Figure 1. Metal layers overlaid (run 1).
(4 px per µm) Only two layers are drawn.
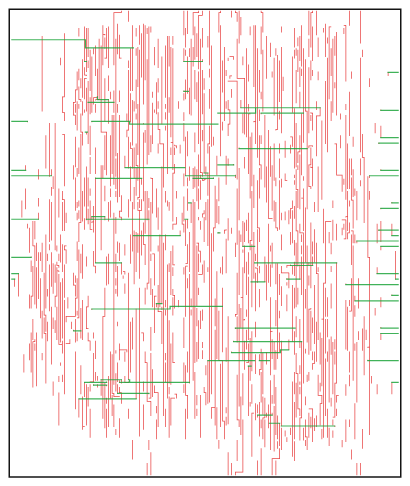
Figure 2. Port wiring (run 1).
(2 px per µm)
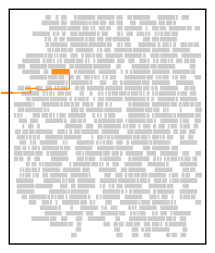
Figure 3. I/O pins on the die edge (run 1).
(4 px per µm) Pins as bars across the die edge, other pins in gray.
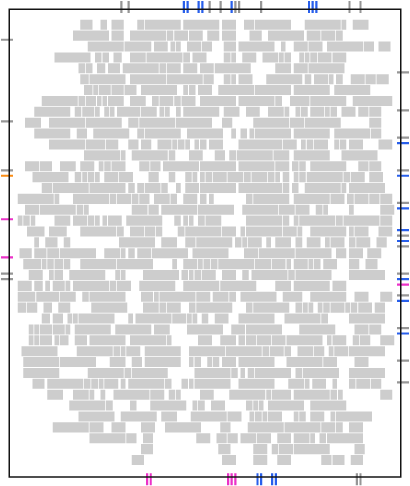
===== src/rtl/mac_st_result_collector_if.sv =====
// ---------------------------------------------------------------------------
// mac_st_result_collector_if
//
// Purpose: valid/ready result stream leaving the MAC result collector.
//   One beat carries a captured accumulator value plus the tag of the
//   accumulation block it came from.
//
// Signals:
//   res_valid  : head of the result buffer is valid (master -> slave)
//   res_ready  : consumer accepts the head this cycle (slave -> master)
//   res_data   : captured MAC output z, raw bits (master -> slave)
//   res_count  : number of ops in the captured block (master -> slave)
//   res_config : config_aw value at block close (master -> slave)
//
// Modports:
//   master : collector side (drives the stream)
//   slave  : consumer side (drives res_ready)
// ---------------------------------------------------------------------------
interface mac_st_result_collector_if #(
  parameter int Z_WIDTH         = 20,
  parameter int CONFIG_AW_WIDTH = 1
);

  logic                       res_valid;
  logic                       res_ready;
  logic [Z_WIDTH-1:0]         res_data;
  logic [7:0]                 res_count;
  logic [CONFIG_AW_WIDTH-1:0] res_config;

  modport master (
    output res_valid,
    output res_data,
    output res_count,
    output res_config,
    input  res_ready
  );

  modport slave (
    input  res_valid,
    input  res_data,
    input  res_count,
    input  res_config,
    output res_ready
  );

endinterface


===== src/rtl/mac_st_result_collector.sv =====
// ---------------------------------------------------------------------------
// mac_st_result_collector
//
// Purpose: captures one signed MAC accumulator result per accumulation
//   block. It mirrors the accu_rst / op-issue sequencing that feeds the MAC,
//   closes a block on an accumulator clear (with ops pending) or when the
//   op count reaches OPS_PER_ACCU, waits out the MAC pipeline latency,
//   samples z and pushes {z, op count, config_aw} into a small
//   first-word-fall-through buffer drained over a valid/ready stream.
//
// Parameters:
//   Z_WIDTH         : width of the MAC output z
//   CONFIG_AW_WIDTH : width of config_aw
//   OPS_PER_ACCU    : op count that auto-closes a block (1..255)
//   MAC_LATENCY     : cycles from op issue to z reflecting that op (>=1)
//   FIFO_DEPTH      : number of buffered results (>=2)
//
// Ports:
//   clk       : clock, rising edge
//   rst       : asynchronous reset, active low
//   accu_rst  : accumulator clear cycle (same signal as driven to the MAC)
//   op_valid  : an operand pair is issued to the MAC this cycle
//   config_aw : MAC precision configuration
//   z         : MAC accumulator output (signed, passed through as raw bits)
//   res       : result stream, master modport of mac_st_result_collector_if
//   drop_err  : sticky flag, a result was lost to a full buffer
//   signature : 32-bit rotate/XOR signature of all pushed results
//               (present only with the build option below)
//
// Build option:
//   MAC_ST_COLLECT_SIGNATURE_EN : when defined, adds the signature output.
// ---------------------------------------------------------------------------
module mac_st_result_collector #(
  parameter int Z_WIDTH         = 20,
  parameter int CONFIG_AW_WIDTH = 1,
  parameter int OPS_PER_ACCU    = 50,
  parameter int MAC_LATENCY     = 2,
  parameter int FIFO_DEPTH      = 4
) (
  input  logic                       clk,
  input  logic                       rst,
  input  logic                       accu_rst,
  input  logic                       op_valid,
  input  logic [CONFIG_AW_WIDTH-1:0] config_aw,
  input  logic [Z_WIDTH-1:0]         z,
  mac_st_result_collector_if.master  res,
  output logic                       drop_err
`ifdef MAC_ST_COLLECT_SIGNATURE_EN
  ,
  output logic [31:0]                signature
`endif
);

  localparam int TAG_W = 8 + CONFIG_AW_WIDTH;
  localparam int DLY   = MAC_LATENCY - 1;
  localparam logic [7:0] OPS_MAX = 8'(OPS_PER_ACCU);

  // -------------------------------------------------------------------------
  // Op counter and block-close detection
  // -------------------------------------------------------------------------
  logic [7:0]       cnt_q, cnt_d;
  logic             opTake;
  logic             closeEv;
  logic [TAG_W-1:0] closeTag;

  // A block closes either on a clear with ops pending or one cycle after
  // the op that filled it. Both conditions in the same cycle give a single
  // close. An op issued in an auto-close cycle starts the next block.
  always_comb begin
    opTake   = op_valid && !accu_rst;
    closeEv  = (accu_rst && (cnt_q != 8'd0)) || (cnt_q == OPS_MAX);
    closeTag = {cnt_q, config_aw};
    cnt_d    = cnt_q;
    if (closeEv) begin
      cnt_d = opTake ? 8'd1 : 8'd0;
    end else if (opTake) begin
      cnt_d = cnt_q + 8'd1;
    end
  end

  always_ff @(posedge clk or negedge rst) begin
    if (!rst) begin
      cnt_q <= 8'd0;
    end else begin
      cnt_q <= cnt_d;
    end
  end

  // -------------------------------------------------------------------------
  // Tag delay line: aligns each close with the cycle in which z reflects
  // the last op of the block. One tag per stage, so back-to-back closes
  // each get their own sample.
  // -------------------------------------------------------------------------
  logic             pushVld;
  logic [TAG_W-1:0] pushTag;

  generate
    if (DLY == 0) begin : gNoDly
      assign pushVld = closeEv;
      assign pushTag = closeTag;
    end else begin : gDly
      logic [DLY-1:0]   dlyVld_q;
      logic [TAG_W-1:0] dlyTag_q [DLY];

      always_ff @(posedge clk or negedge rst) begin
        if (!rst) begin
          dlyVld_q <= '0;
          for (int i = 0; i < DLY; i++) begin
            dlyTag_q[i] <= '0;
          end
        end else begin
          dlyVld_q[0] <= closeEv;
          dlyTag_q[0] <= closeTag;
          for (int i = 1; i < DLY; i++) begin
            dlyVld_q[i] <= dlyVld_q[i-1];
            dlyTag_q[i] <= dlyTag_q[i-1];
          end
        end
      end

      assign pushVld = dlyVld_q[DLY-1];
      assign pushTag = dlyTag_q[DLY-1];
    end
  endgenerate

  // -------------------------------------------------------------------------
  // Result buffer: shift-register FIFO whose slot 0 is the head, so the
  // stream outputs come straight from flops. Valid slots are always
  // contiguous from slot 0.
  // -------------------------------------------------------------------------
  logic [FIFO_DEPTH-1:0] fVld_q, fVld_d;
  logic [Z_WIDTH-1:0]    fData_q [FIFO_DEPTH];
  logic [Z_WIDTH-1:0]    fData_d [FIFO_DEPTH];
  logic [TAG_W-1:0]      fTag_q  [FIFO_DEPTH];
  logic [TAG_W-1:0]      fTag_d  [FIFO_DEPTH];
  logic                  pop;
  logic                  full;
  logic                  drop;
  logic                  wrDone;

  // Pop shifts everything down by one first; the push then lands in the
  // first free slot of the shifted image, which lets a full buffer accept
  // a push in the same cycle it pops.
  always_comb begin
    pop     = fVld_q[0] && res.res_ready;
    full    = fVld_q[FIFO_DEPTH-1];
    drop    = pushVld && full && !pop;
    fVld_d  = fVld_q;
    fData_d = fData_q;
    fTag_d  = fTag_q;
    wrDone  = 1'b0;
    if (pop) begin
      for (int i = 0; i < FIFO_DEPTH - 1; i++) begin
        fVld_d[i]  = fVld_q[i+1];
        fData_d[i] = fData_q[i+1];
        fTag_d[i]  = fTag_q[i+1];
      end
      fVld_d[FIFO_DEPTH-1] = 1'b0;
    end
    if (pushVld && !drop) begin
      for (int i = 0; i < FIFO_DEPTH; i++) begin
        if (!fVld_d[i] && !wrDone) begin
          fVld_d[i]  = 1'b1;
          fData_d[i] = z;
          fTag_d[i]  = pushTag;
          wrDone     = 1'b1;
        end
      end
    end
  end

  always_ff @(posedge clk or negedge rst) begin
    if (!rst) begin
      fVld_q <= '0;
      for (int i = 0; i < FIFO_DEPTH; i++) begin
        fData_q[i] <= '0;
        fTag_q[i]  <= '0;
      end
    end else begin
      fVld_q  <= fVld_d;
      fData_q <= fData_d;
      fTag_q  <= fTag_d;
    end
  end

  assign res.res_valid  = fVld_q[0];
  assign res.res_data   = fData_q[0];
  assign res.res_count  = fTag_q[0][TAG_W-1 -: 8];
  assign res.res_config = fTag_q[0][CONFIG_AW_WIDTH-1:0];

  // -------------------------------------------------------------------------
  // Sticky drop flag: set whenever a result arrives with nowhere to go.
  // -------------------------------------------------------------------------
  logic dropErr_q, dropErr_d;

  always_comb begin
    dropErr_d = dropErr_q | drop;
  end

  always_ff @(posedge clk or negedge rst) begin
    if (!rst) begin
      dropErr_q <= 1'b0;
    end else begin
      dropErr_q <= dropErr_d;
    end
  end

  assign drop_err = dropErr_q;

`ifdef MAC_ST_COLLECT_SIGNATURE_EN
  // -------------------------------------------------------------------------
  // Run signature: folds every pushed z (dropped ones included) into a
  // rotate-left/XOR word so a long run can be checked against one value.
  // -------------------------------------------------------------------------
  logic [31:0] sig_q, sig_d;

  always_comb begin
    sig_d = sig_q;
    if (pushVld) begin
      sig_d = {sig_q[30:0], sig_q[31]} ^ 32'(z);
    end
  end

  always_ff @(posedge clk or negedge rst) begin
    if (!rst) begin
      sig_q <= 32'd0;
    end else begin
      sig_q <= sig_d;
    end
  end

  assign signature = sig_q;
`endif

endmodule


===== src/flat_wrapper.sv =====
// flat-port wrapper written by rule: the top's interface ports become plain ports
module mac_st_result_collector_flat 
#(
  parameter int Z_WIDTH         = 20,
  parameter int CONFIG_AW_WIDTH = 1,
  parameter int OPS_PER_ACCU    = 50,
  parameter int MAC_LATENCY     = 2,
  parameter int FIFO_DEPTH      = 4
)
  (clk, rst, accu_rst, op_valid, config_aw, z, drop_err, res_res_valid, res_res_data, res_res_count, res_res_config, res_res_ready);
  mac_st_result_collector_if #(.Z_WIDTH(Z_WIDTH), .CONFIG_AW_WIDTH(CONFIG_AW_WIDTH)) res_i ();
  input  logic clk;
  input  logic rst;
  input  logic accu_rst;
  input  logic op_valid;
  input  logic [CONFIG_AW_WIDTH-1:0] config_aw;
  input  logic [Z_WIDTH-1:0] z;
  output logic drop_err;
  output wire logic [$bits(res_i.res_valid)-1:0] res_res_valid;
  output wire logic [$bits(res_i.res_data)-1:0] res_res_data;
  output wire logic [$bits(res_i.res_count)-1:0] res_res_count;
  output wire logic [$bits(res_i.res_config)-1:0] res_res_config;
  input wire logic [$bits(res_i.res_ready)-1:0] res_res_ready;
  assign res_res_valid = res_i.res_valid;
  assign res_res_data = res_i.res_data;
  assign res_res_count = res_i.res_count;
  assign res_res_config = res_i.res_config;
  assign res_i.res_ready = res_res_ready;
  mac_st_result_collector #(.Z_WIDTH(Z_WIDTH), .CONFIG_AW_WIDTH(CONFIG_AW_WIDTH), .OPS_PER_ACCU(OPS_PER_ACCU), .MAC_LATENCY(MAC_LATENCY), .FIFO_DEPTH(FIFO_DEPTH)) u_core (.clk(clk), .rst(rst), .accu_rst(accu_rst), .op_valid(op_valid), .config_aw(config_aw), .z(z), .res(res_i), .drop_err(drop_err));
endmodule

===== config.mk =====
export PLATFORM = sky130hd
export DESIGN_NAME = mac_st_result_collector_flat
export DESIGN_NICKNAME = d
export VERILOG_FILES = /design/src/rtl/mac_st_result_collector_if.sv /design/src/rtl/mac_st_result_collector.sv /design/src/flat_wrapper.sv
export SDC_FILE = /design/constraint.sdc
export NUM_CORES = 1
export LEC_CHECK = 0
export CAP_MARGIN = 20
export CORE_ASPECT_RATIO = 1.2
export CORE_UTILIZATION = 58
export DETAILED_ROUTE_END_ITERATION = 16
export GPL_TIMING_DRIVEN = 0
export HOLD_SLACK_MARGIN = 0.08
export PLACE_DENSITY = 0.8
export SETUP_SLACK_MARGIN = 0.2
export SLEW_MARGIN = 0
export SYNTH_ARGS = -nofsm -noshare
export SYNTH_HDL_FRONTEND = slang
export SYNTH_SLANG_ARGS = --single-unit

===== constraint.sdc =====
create_clock -name clk -period 2.1 [get_ports clk]
set_input_delay 0.63 -clock clk [delete_from_list [all_inputs] [get_ports clk]]
set_output_delay 0.63 -clock clk [all_outputs]
set_load 0.02 [all_outputs]

==> impl_metrics.tcl, run 1 <==
# yosys + openroad results
set metrics [dict create \
    netlist.top_cell.by_instances "sky130_fd_sc_hd__dfrtp_1" \
    leakage_power_nw 3.92 \
    asyncSetResetFlopFracSynth_pct 100 \
    final_number_of_max_transition_violations 0 \
    drt-vias-per-instance 5.60 \
    hp-class "in2async" \
    layout.nets 668 \
    clk_pin_slew_worst_paths_ns 0.06 \
    area.combinational_um2 2430 \
    ys_types 40 \
    critical_path.reg2reg.startpoint "u_core.fVld_q[3]" \
    worst_setup_path_startpoint "u_core.res.res_data[5]" \
    drt_iter0_markers 208 \
    cts_tree "yes" \
    top_cells_by_count "sky130_fd_sc_hd__dfrtp_1, sky130_fd_sc_hd__mux2i_1, sky130_fd_sc_hd__nand2_1" \
    area_overhead_of_the_layout_relative_to_synthesis_pct 21.2 \
    grt_pass1_vias 4388 \
    dpl.hpwl_um 8550 \
    number_of_remaining_drc_errors 0 \
    dieArea_um2 11400 \
    worst_setup_path_end_kind "output port" \
    report.final.setup_viol 0 \
    ctsHtreeMaxLevel 4 \
    stage_log_warnings 29 \
    timing.critical_path.required_ns 1.47 \
    clk_latency_ns 0.41 \
    design_power_total_mw 10.7 \
    timing.final.crit_share_pct 89.1 \
    synth-seq-cells 139 \
    critPathArrivalTime_ns 1.24 \
    cts-root-to-sink-buffers 2 \
    ant_nets 0 \
    antenna_found_initial 0 \
    run_status "finished clean" \
    cts_hold_repair.buffers 0 \
    placement_rows 41 \
    core_region_area_um2 10600 \
    layout.cells.most_common "sky130_fd_sc_hd__dfrtp_1" \
    rsz0062_at_grt "true" \
    timing.final.hold_violations 0 \
    flip_flops_with_a_built_in_enable 0 \
    register_to_register_setup_slack_ns 0.33 \
    mux_area_share_pct 18.9 \
    worst-path-max-fanout 2 \
    worst_r2r_path_depth 5 \
    final_layout_top_logic_cells "sky130_fd_sc_hd__dfrtp_1, sky130_fd_sc_hd__mux2i_1, sky130_fd_sc_hd__nand2_1" \
    p_per_area_nw_per_um2 1390 \
    achievable_frequency_mhz 534 \
    register_area_um2 3480 \
    synthesis.yosys.warnings 0 \
    grt_pass1_wl_um 21700 \
    post_route_cells_drive_above_1_share_pct 20.2 \
    cts_resized 33 \
    worst_ir_drop_vdd_mv 0.686 \
    grt_max_degree 78 \
    postSynthCellCount 563 \
    synth.top_cell.area_share_pct 54.8 \
    postLayoutCellArea_um2 7690 \
    synth-area-yosys_um2 6340 \
    fillerInstances 729 \
    worst_setup_path_start_kind "flop" \
    globalRouteOverflowTotal 0 \
    maxCapViolCount 0 \
    synth.net_count 592 \
    cts_inserted_buffers 17 \
    post_synth_and_or_nand_nor_area_fraction_pct 8.22 \
    cts_num_sinks 139 \
    fraction_of_synthesized_cell_area_in_xor_and_xnor_cells_pct 1.10 \
    worst_clock_skew_ns 0.00702 \
    yosys_cells 563 \
    routabilityCongestion 0.807 \
    setup.worst_path.class "reg2out" \
    dominant_synthesized_flop_cell "sky130_fd_sc_hd__dfrtp_1" \
    max_slew.worst_pin.slew_ns 0.708 \
    synth_area_per_cell_um2 11.3 \
    firstDrtPassIters 6 \
    root_buffer "sky130_fd_sc_hd__clkbuf_16" \
    syn_area_um2 6340 \
    synth.top_cells.by_area "sky130_fd_sc_hd__dfrtp_1, sky130_fd_sc_hd__mux2i_1, sky130_fd_sc_hd__mux2_2" \
    post_cts_buffers 0 \
    finalCriticalPeriod_ns 1.87 \
    worst_setup_path_endpoint "res_res_data[5]" \
    antenna_cells_inserted 0 \
    placement.cell_area_um2 7090 \
    leading_area_contributor_after_synthesis "sky130_fd_sc_hd__dfrtp_1" \
    adder_share_pct 0.592 \
    max_slew_margin_pct 52.8 \
    synth.logic.top_family "multiplexers" \
    rr_endpoint "u_core.fData_q[40]" \
    synth.yosys.seq_area_share_pct 54.8 \
    initial_utilization_pct 60.0 \
    synthAoiAreaFrac_pct 9.37 \
]
Notes on Figure 1 above:
[met3] green | wire length: 569 µm
[met2] red | wire length: 6960 µm
overall fraction of global-route tracks in use: 24.9%
Final Routed Wirelength: 13500 µm
via count: 4376
drt wl/cell: 17.2 µm

Notes on Figure 2 above:
[res_res_config] orange | bits: 1 | direction: output | edge: left | end cells: 1 | buffers: 1 | wire: 42.3 µm
I/O Pins: 57
input/output buffers: 55

Notes on Figure 3 above:
[res_res_count] magenta | pins: 8 | direction: output | edge: 5 bottom, 2 left, 1 right
[res_res_config] orange | pins: 1 | direction: output | edge: left
[z] blue | pins: 20 | direction: input | edge: 8 right, 8 top, 4 bottom
all pins by edge: 21 right, 17 top, 11 bottom, 8 left
vertical die dimension: 117 µm
Die X-Extent: 97.5 µm

-- run 1: power by group --
group | switching, mW | total (mW) | internal (mW) | leakage, nW
clock network | 1.08 | 2.95 | 1.87 | 0.295
logic | 1.75 | 3.48 | 1.73 | 1.83
registers | 0.584 | 4.26 | 3.67 | 1.79
-- run 1: layout make-up --
type | instances | area share, %
Clock inverter | 11 | 1.53
Clock buffer | 21 | 6.25
Timing Repair Buffer | 57 | 7.29
Multi-Input combinational cell | 356 | 31.7
Sequential cell | 139 | 45.2
Inverter | 6 | 0.293
Tap cell | 129 | 2.10
Buffer | 62 | 5.62
-- run 1: registers in the layout, summed over array words and instances (netlist names) --
signal	cells
u_core.fTag_q	27
u_core.gDly.dlyVld_q	1
u_core.res.res_data	20
u_core.fData_q	60
u_core.drop_err	1
u_core.gDly.dlyTag_q	9
u_core.fVld_q	4
u_core.res.res_count	8
u_core.cnt_q	8
u_core.res.res_config	1
-- run 1: critical path, cell delays in order, from the launching register on --
cell and delay [ns]:
sky130_fd_sc_hd__dfrtp_1 0.39, sky130_fd_sc_hd__buf_4 0.13, sky130_fd_sc_hd__dlygate4sd2_1 0.31
-- run 1: metrics by stage --
step	setup WS (ns)	hold WS, ns	cells	util [%]	TNS (ns)
floorplan	0.307	0.334	563	-	0
global placement	-4.88	0.383	747	66.8	-676.61
detailed placement	-0.180	0.385	748	67.0	-0.180
CTS	0.203	0.278	780	72.4	0
global route	0.200	0.304	781	72.7	0
finish	0.228	0.249	781	72.7	0
-- run 1: layer usage --
layer  vias up  global-route usage [%]  share of wire [%]
li1       2059                       -                  -
met5         -                       0                  0
met1      2183                    30.2                 42
met3        23                    5.92                4.2
met2       111                    42.9                 52
met4         0                    10.6                1.8
==> inputs of run 2 (changes only) <==
- GPL_TIMING_DRIVEN: 0 -> not set
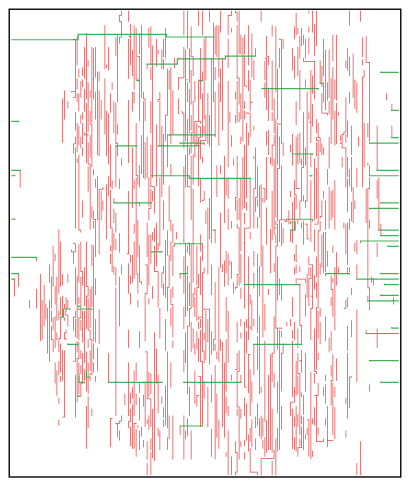
Figure 4: run 2, metal layers overlaid.
(4 px per µm) Only two layers are drawn.
[met2] red | wire length: 6400 µm
[met3] green | wire length: 399 µm
Final Routed Wirelength: 12100 µm
drt wl/cell: 16.4 µm
via count: 4160

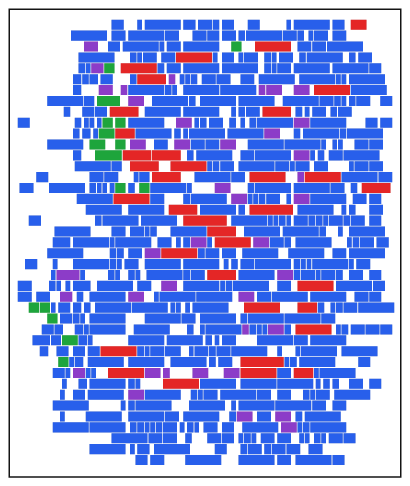
Figure 5: run 2, cells by drive strength.
(4 px per µm)
[drive 3 to 4] green | cells: 16 | most used: buf_4
[drive 2] purple | cells: 40 | most used: mux2_2
[drive 1 or less] blue | cells: 518 | most used: dfrtp_1
[drive 6 and up] red | cells: 35 | most used: clkbuf_16
worst-case setup margin in the final layout: 0.341 ns
number of non-clock buffers: 78
area overhead of the layout relative to synthesis: 18.5%
final instance area: 7520 µm²

==> run 2 against run 1 <==
  * Synthesized cell count did not move
  * Wire length fell by 10%
  * Hold slack got worse by 0.17 ns
  * Sequential share of layout area rose by 1.0 points
  * Largest cell class unchanged
  * Largest power group unchanged
==> impl_metrics.tcl, run 2 <==
# yosys + openroad results
set metrics [dict create \
    run_status "finished clean" \
    globalRouteOverflowTotal 0 \
    core_region_area_um2 10600 \
    max_slew.worst_pin.slew_ns 0.368 \
    post_cts_buffers 0 \
    grt_pass1_vias 4297 \
    grt_most_used_layer "met2" \
    largest_reg_flops 60 \
    power.switching_fraction_pct 31.6 \
    synth-seq-cells 139 \
    hp-class "in2async" \
    initial_utilization_pct 60.0 \
    top_cells_by_count "sky130_fd_sc_hd__dfrtp_1, sky130_fd_sc_hd__mux2i_1, sky130_fd_sc_hd__nand2_1" \
    grt_pass1_wl_um 20400 \
    layout.cells.most_common "sky130_fd_sc_hd__dfrtp_1" \
    flip_flops_with_a_built_in_enable 0 \
    worst_ir_drop_vdd_mv 0.525 \
    timing.final.crit_share_pct 83.8 \
    critPathArrivalTime_ns 1.13 \
    dominant_synthesized_flop_cell "sky130_fd_sc_hd__dfrtp_1" \
    number_of_remaining_drc_errors 0 \
    crit_family "flip-flops" \
    preCtsSetupSlack_ns -0.270 \
    synth.top_cells.by_area "sky130_fd_sc_hd__dfrtp_1, sky130_fd_sc_hd__mux2i_1, sky130_fd_sc_hd__mux2_2" \
    finalCriticalPeriod_ns 1.76 \
    pin_count 57 \
    synthesis.yosys.warnings 0 \
    synth.net_count 592 \
    syn_area_um2 6340 \
    cts_inserted_buffers 17 \
    design_power_total_mw 10.4 \
    synth-area-yosys_um2 6340 \
    p_per_area_nw_per_um2 1380 \
    grtUsageMet2_pct 39.8 \
    leading_area_contributor_after_synthesis "sky130_fd_sc_hd__dfrtp_1" \
    pwr-share-clk_pct 28.5 \
    slowest_cell_on_the_critical_path "sky130_fd_sc_hd__dfrtp_1" \
    postSynthCellCount 563 \
    antenna_found_initial 0 \
    placement.cell_area_um2 6970 \
    achievable_frequency_mhz 569 \
    ys_types 40 \
    worst_setup_path_startpoint "u_core.res.res_count[0]" \
    netlist.top_cell.by_instances "sky130_fd_sc_hd__dfrtp_1" \
    setup.worst_path.class "reg2out" \
    groute.layer.met1.usage_pct 27.7 \
    worst_setup_path_start_kind "flop" \
    grtUsageMet3_pct 5.51 \
    path_cells "dlygate4sd2_1" \
    drt_iter0_markers 159 \
    synth.top_cell.area_share_pct 54.8 \
    yosys_cells 563 \
    rsz0062_at_grt "false" \
    routabilityCongestion 0.802 \
    antenna_cells_inserted 0 \
    drt-vias-per-instance 5.64 \
    die.size.x_um 97.5 \
    registers.top_by_ff_count "u_core.fData_q" \
    clk_pin_slew_worst_paths_ns 0.06 \
    synth_area_per_cell_um2 11.3 \
    worst_clock_skew_ns 0.00893 \
    cts_tree "yes" \
    critical_path.reg2reg.startpoint "u_core.gDly.dlyVld_q" \
    critPathBufInv 1 \
    sequentialPowerShare_pct 41.3 \
    setup_total_negative_slack_ns 0 \
    final_layout_top_logic_cells "sky130_fd_sc_hd__dfrtp_1, sky130_fd_sc_hd__mux2i_1, sky130_fd_sc_hd__nand2_1" \
    timing.final.hold_violations 0 \
    final_util_pct 71.1 \
    asyncSetResetFlopFracSynth_pct 100 \
    firstDrtPassIters 4 \
    maxCapViolCount 0 \
    placement_rows 41 \
    worst-path-max-fanout 2 \
    max_stage_delay_ns 0.39 \
    post_layout_nonfiller_instances 738 \
    track_usage_pct 22.9 \
    timing.critical_path.required_ns 1.47 \
    grt_max_degree 54 \
    ant_nets 0 \
    cts_num_sinks 139 \
    leakage_power_nw 3.80 \
    dieArea_um2 11400 \
    synth.yosys.seq_area_share_pct 54.8 \
]
[run 2: cell counts after synthesis]
Identical to the previous run, type by type.
[run 2: layer usage]
layer | part of all wire, % | vias to the layer above
li1 | - | 1981
met1 | 42 | 2081
met2 | 53 | 82
met3 | 3.3 | 16
met4 | 1.3 | 0
met5 | 0 | -
[run 2: power groups by stage]
stage | clock, mW | combinational [mW] | sequential [mW]
final | 2.95 | 3.14 | 4.29
after global routing | 3.11 | 3.43 | 4.41
after CTS | 3.00 | 3.17 | 4.29
after detailed placement | 0 | 3.30 | 4.32
after global placement | 0 | 3.15 | 4.25
after floorplan | 0 | 2.54 | 4.15
[run 2: path summary, 6_finish.rpt]
check	end	slack [ns]	cells after the start
setup reg to reg	u_core.fTag_q[4]	0.44	4
hold reg to reg	u_core.drop_err	0.46	1
setup / recovery	res_res_count[0]	0.34	1
hold / removal	u_core.res.res_data[17]	0.08	1
min in group clk	u_core.drop_err	0.46	1
max in group asynchronous	u_core.fTag_q[0]	1.42	2
[run 2: logic make-up after synthesis]
group                      count (synthesis)  synth area share, %
adders and majority gates                  3                0.592
DFF                                      139                 54.8
muxes                                    116                 18.9
xor gates and xnor gates                   8                 1.10
and+or+nand+nor                          121                 8.22
buffers and inverters                     68                 7.02
AOI/OAI and AO/OA                        108                 9.37
[run 2: area by class of cell]
class                           instances  area [µm²]
Sequential cell                       139        3480
Clock buffer                           21         470
Timing Repair Buffer                   78         825
Tap cell                              129         161
Inverter                                6        22.5
Multi-Input combinational cell        356        2440
Fill cell                             715        3050
Clock inverter                          9         120
[run 2: repair_timing]
action / CTS / global route
hold buffers: 0 / 0
resized: 32 / 0
setup endpoints to repair: 74 / 0
Power figures rest on the tool's default switching activity, not on a simulated workload.
